### config.mk
export PLATFORM = sky130hd
export DESIGN_NAME = shift_unit_seq
export DESIGN_NICKNAME = d
export VERILOG_FILES = /design/src/rtl/shift_unit_seq.sv
export SDC_FILE = /design/constraint.sdc
export NUM_CORES = 1
export LEC_CHECK = 0
export CAP_MARGIN = 25
export CELL_PAD_IN_SITES_DETAIL_PLACEMENT = 0
export CELL_PAD_IN_SITES_GLOBAL_PLACEMENT = 1
export CORE_ASPECT_RATIO = 0.8
export CORE_MARGIN = 2
export CORE_UTILIZATION = 35
export DETAILED_ROUTE_END_ITERATION = 6
export GPL_TIMING_DRIVEN = 1
export PLACE_DENSITY = 0.83
export SETUP_SLACK_MARGIN = 0.5
export SYNTH_ARGS = -nofsm -noshare
export SYNTH_HDL_FRONTEND = slang
export SYNTH_SLANG_ARGS = --single-unit
### constraint.sdc
create_clock -name clk -period 2.1 [get_ports clk]
set_input_delay 0.21 -clock clk [delete_from_list [all_inputs] [get_ports clk]]
set_output_delay 0.21 -clock clk [all_outputs]
set_load 0.03 [all_outputs]
### src/rtl/shift_unit_seq.sv
// Iterative SLL/SRL/SRA shifter with a valid/ready start handshake and a one-cycle done pulse.
// Define SHIFT_FAST4_EN to take 4-bit steps while at least 4 positions remain.
module shift_unit_seq #(
    parameter  int XLEN = 32,
    localparam int SHW  = $clog2(XLEN)
) (
    input  logic            clk,
    input  logic            rst,
    input  logic            start_valid,
    output logic            start_ready,
    input  logic [1:0]      op,
    input  logic [XLEN-1:0] operand,
    input  logic [SHW-1:0]  shamt,
    output logic            busy,
    output logic            done,
    output logic [XLEN-1:0] result
);

    localparam logic [0:0] IDLE  = 1'b0;
    localparam logic [0:0] SHIFT = 1'b1;

    localparam logic [1:0] OP_SLL = 2'b00;
    localparam logic [1:0] OP_SRA = 2'b10;
    localparam logic [1:0] OP_RSV = 2'b11;

    logic [0:0]      state;
    logic [1:0]      op_q;
    logic [XLEN-1:0] acc;
    logic [SHW-1:0]  count;
    logic [XLEN-1:0] shifted;
    logic [SHW-1:0]  next_count;
    logic            fill;

    assign start_ready = (state == IDLE);
    assign busy        = (state == SHIFT);

    always_comb begin
        fill       = (op_q == OP_SRA) ? acc[XLEN-1] : 1'b0;
        next_count = count - SHW'(1);
        if (op_q == OP_SLL) begin
            shifted = {acc[XLEN-2:0], 1'b0};
        end else begin
            shifted = {fill, acc[XLEN-1:1]};
        end
`ifdef SHIFT_FAST4_EN
        // A 4-bit step is only taken while it cannot overshoot the requested amount.
        if (count >= SHW'(4)) begin
            next_count = count - SHW'(4);
            if (op_q == OP_SLL) begin
                shifted = {acc[XLEN-5:0], 4'b0000};
            end else begin
                shifted = {{4{fill}}, acc[XLEN-1:4]};
            end
        end
`endif
    end

    always_ff @(posedge clk) begin
        if (rst) begin
            state  <= IDLE;
            done   <= 1'b0;
            result <= '0;
            acc    <= '0;
            count  <= '0;
            op_q   <= OP_SLL;
        end else begin
            done <= 1'b0;
            case (state)
                IDLE: begin
                    if (start_valid) begin
                        if (shamt != '0 && op != OP_RSV) begin
                            state <= SHIFT;
                            acc   <= operand;
                            count <= shamt;
                            op_q  <= op;
                        end else begin
                            result <= operand;
                            done   <= 1'b1;
                        end
                    end
                end
                SHIFT: begin
                    acc   <= shifted;
                    count <= next_count;
                    if (next_count == '0) begin
                        result <= shifted;
                        done   <= 1'b1;
                        state  <= IDLE;
                    end
                end
                default: state <= IDLE;
            endcase
        end
    end

endmodule

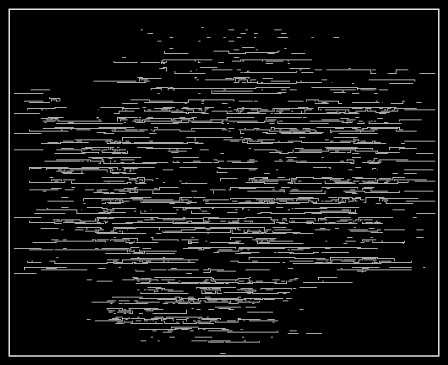
*The metal 1 layer*
The layer carries 4730 um of wire. The wires run mostly horizontal.

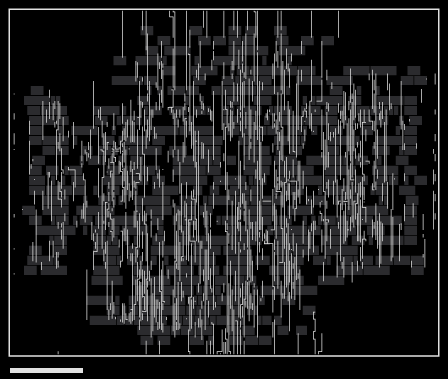
*Metal 2*
Bar = 20 um. Cells faint in the background.
The layer carries 4510 um of wire. 464 nets have wire on it.
GR met2 Demand/Resource: 28.5%
wire length after detailed routing: 9.97 mm

==> summary.txt <==
Implementation numbers.

- The net count after synthesis is ~460.
- The first global-routing pass estimated around 16 mm of wire.
- Of the available clock period, the critical path in the final layout requires 80.1%.
- Warnings reported by Yosys during synthesis add up to 0.
- Routing resource usage on met1 recorded by global route was about 25%.
- For this run, the detailed router's first-pass iteration total came to 5.
- The clock latency on the worst-skew pair is 330 ps.
- The cell area that synthesis handed to floorplanning was 3540 um^2.
- For reference, the post-synthesis area per instance comes to 8.56 um^2.
- Synthesis instantiated 33 different standard cells from the library.
- The maximum achievable frequency is 0.595 GHz.
- The clock network consumes a total of 1500 uW.
- The final layout report lists a filler cell count of roughly 900.
- The remaining antenna violation count is 0.
- The category of cells accounting for the largest share of critical-path delay is simple AND/OR/NAND/NOR gates.
- The number of flip-flops and latches in the synthesized netlist is 73.
- The average wire length per cell after detail routing is roughly 15 um.
- The finished layout reports a core utilization of 53.3%.
- The CTS H-tree depth is 3.
- The post-route worst setup slack is 419 ps.
- The TritonCTS clock tree is yes.
- The wire length the detailed router placed on met1 is 4.73 mm.
- The switching share of total power is between 20% and 30%.
- The number of multi-input combinational cells in the layout is around 300.
- The die is 116 um wide.
- In this run the worst path has a maximum fanout of 7.
- The actual slew at the worst max-slew pin is around 410 ps.
- The combinational power reported by the tool is about 900 uW.
- The final route contains 3361 vias.
- The total placed cells including tap cells is slightly above 600.
- In the final layout, flip-flops and latches occupy roughly 1500 um^2.
- Counting instances in the post-synthesis netlist gives the leading cell types as sky130_fd_sc_hd__nand2_1, sky130_fd_sc_hd__dfxtp_1, sky130_fd_sc_hd__mux2i_1, sky130_fd_sc_hd__o21ai_0, sky130_fd_sc_hd__nor2_1.
- The total routing usage reported by global routing is a little under a fifth.
- At the worst endpoint, the arrival time is 1900 ps.
- The clock buffer instance count of the final layout is 13.
- The dominant register cell in the synthesized netlist is sky130_fd_sc_hd__dfxtp_1.
- Per the OpenROAD power report, switching power amounts to 1090 uW.
- The internal power of the cells totals 2900 uW.
- The worst-case IR drop observed on VDD is a little under 0.4 mV.
- Looking at the post-CTS report, the setup buffer insertion count equals 6.
- The group that draws the most power in this run is sequential cells.
- STA classifies the critical path startpoint as a register.
- The critical setup path kind is reg2reg.
- The synthesized design devotes to its leading area cell type 41.2% of total area.
- The largest stage delay on the critical path is 410 ps.
- The finished layout holds ~640 standard cells, fillers aside.
- The multi-input combinational cells in the finished layout cover a total of 2000 um^2.
- The required time reported for the critical path endpoint is 2310 ps.
- In the final layout, excluding clock buffers the buffer count is 114.
- Looking at the critical path, the single cell with the biggest stage delay is sky130_fd_sc_hd__nor4_2.
- The sum of overflow across all layers after global routing is 0.
- The largest net degree at the start of global routing is 50.
- After layout the signal buffers, clock cells excluded, come to a little under a quarter of cell area.
- The capturing element type of the critical path is a register.
- The cell class ranked first by area is multi-input combinational cells.
- For the final database, setup skew stands at between 7 and 8 ps.
- The layout cell share with drive strength beyond 1 is 15.2%.
- The number of rows created at floorplan is 32.
- Wire segments on met3 add up to approximately 560 um in the final route.
- Looking at the power breakdown, sequential logic takes between 40% and 50% of the total.
- The number of buffers added by the clock tree synthesis step is 9.
- Clock tree synthesis selected as its root buffer the cell sky130_fd_sc_hd__clkbuf_16.
- The buffer-and-inverter tally for the worst setup path is 1.
- Once iteration 0 of detailed routing completed, the report listed 218 DRC markers.
- The clock transition at the registers of the reported paths is 50 ps.
- The largest total area in the synthesized netlist belongs to sky130_fd_sc_hd__dfxtp_1.
- Per the run summary, max-cap violations total 0.
- The routed design uses 4.51 mm of met2 wire.
- The multi-input combinational area share is 38.5%.
- The cell area after layout is 5180 um^2.
- Per the run report, area growth between synthesis and finish was 46.3%.
- The finished design was reported to have a net count of between 500 and 600.
- The classification of the worst-slack hold path is in2reg.
- Sequential cells placed in the final layout were counted as 73.
- The highest layer touched by signal routing is met4.
- sky130_fd_sc_hd__nand2_1 is the most common cell in the netlist.
- Per the cell usage report, the commonest logic cells after layout are sky130_fd_sc_hd__nand2_1, sky130_fd_sc_hd__dfxtp_1, sky130_fd_sc_hd__clkdlybuf4s50_1.
- For this design the ratio of total power to cell area is 771 nW/um^2.
- The clock network power share is 37.5%.
- The tapcell count is 136.
- The combinational fraction of design power is 22.5%.
- For reference, the final report shows the hold violation count at 0.
- The total core area is between 9000 and 10000 um^2.
- The headroom to the max-slew limit is 72.7%.
- The worst hold slack after final layout is 252 ps.
- The overall chip area is 10900 um^2.
- Setup violations remaining at the end of the flow were counted as 0.
- The global routing's busiest layer is met2.
- The top cell type in the final layout, fill and taps aside, is sky130_fd_sc_hd__nand2_1.
- The detailed-route DRC error count is 0.
- In this run the vertical extent of the chip is 94.0 um.
- In this run the tool buffered the top-level ports with 76 buffer cells.
- For this run, global-route usage on met3 was measured as 4.58%.
- Warnings raised by the tools during the run amount to 30.
- Setup repair after global routing could not meet its margin everywhere.
- In this run, post-CTS repair resized a total of 27 instances.
- The number of cells reported by Yosys stat comes to 414.
- In the synthesized netlist the async set-or-reset flop fraction comes to 0%.
- The main area contributors are sky130_fd_sc_hd__dfxtp_1, sky130_fd_sc_hd__mux2i_1, sky130_fd_sc_hd__nand2_1.
- The number of enable flip-flop cells is 0.
- The post-synthesis chip area from yosys is between 3000 and 4000 um^2.
- Clock cells make up 5.60% of the layout cell area.
- Pin placement for this block handled 77 I/O pins.
- The sequential share of the synthesized area is 41.2%.
- The script logs the ratio of routed vias to standard cells as 5.22.
- The number of hold buffers added after CTS was 0.
- After detailed placement, the total cell area comes to 4600 um^2.
- The sequential power is 1600 uW.
- The via count of the first global-routing pass came to 3255.
- The critical path goes through nor4_2, nor4_4, a21oi_4, buf_12, mux2_2.
- The tree built by TritonCTS fans out to 73 sinks.
- The half-perimeter wire length of the detailed placement result is 6.56 mm.
- The final total power is approximately 4000 uW.
- The flow ran to the end, and the final reports show no timing, DRC or antenna violations.
- The sequential fraction of total cell area is 28.4%.
- The final max-slew violation count recorded for this run is 0.
- The final weighted congestion of routability-driven global placement is ~0.8.
- The number of instances in the synthesized netlist is 414.
- The clock passes through at most 2 buffers.
- Subtracting the final worst setup slack from the clock period gives 1680 ps.
- Before placement the cells fill 36.4% of the core.
- The total inserted antenna cells is 0.
- The initial antenna violation count is 0.
- The worst slack after detailed placement is -113 ps.
[cells by family (layout without fill, tap and decap cells)]
family | count (synthesis) | in the layout | synth area share, %
AND-OR/OR-AND | 83 | 83 | 17.2
adder cells (fa/ha/maj) | 2 | 2 | 0.706
multiplexers | 65 | 65 | 18.4
buffers and inverters | 41 | 135 | 5.08
AND/OR/NAND/NOR | 148 | 148 | 16.8
flip-flops | 73 | 73 | 41.2
XOR/XNOR | 2 | 2 | 0.494
[worst paths after layout]
kind / start / endpoint / slack, ps / cells after the start
worst max register to register: count[2] / result[0] / 420 / 5
worst min-delay path: shamt[1] / count[1] / 250 / 3
worst min register to register: result[10] / result[10] / 460 / 2
worst max-delay path: count[2] / result[0] / 420 / 5
[sequential cells by signal, summed over array words and instances (netlist names)]
signal  cells
acc        32
op_q        2
result     32
count       5
done        1
busy        1
Power is estimated from default activity; no workload was simulated.
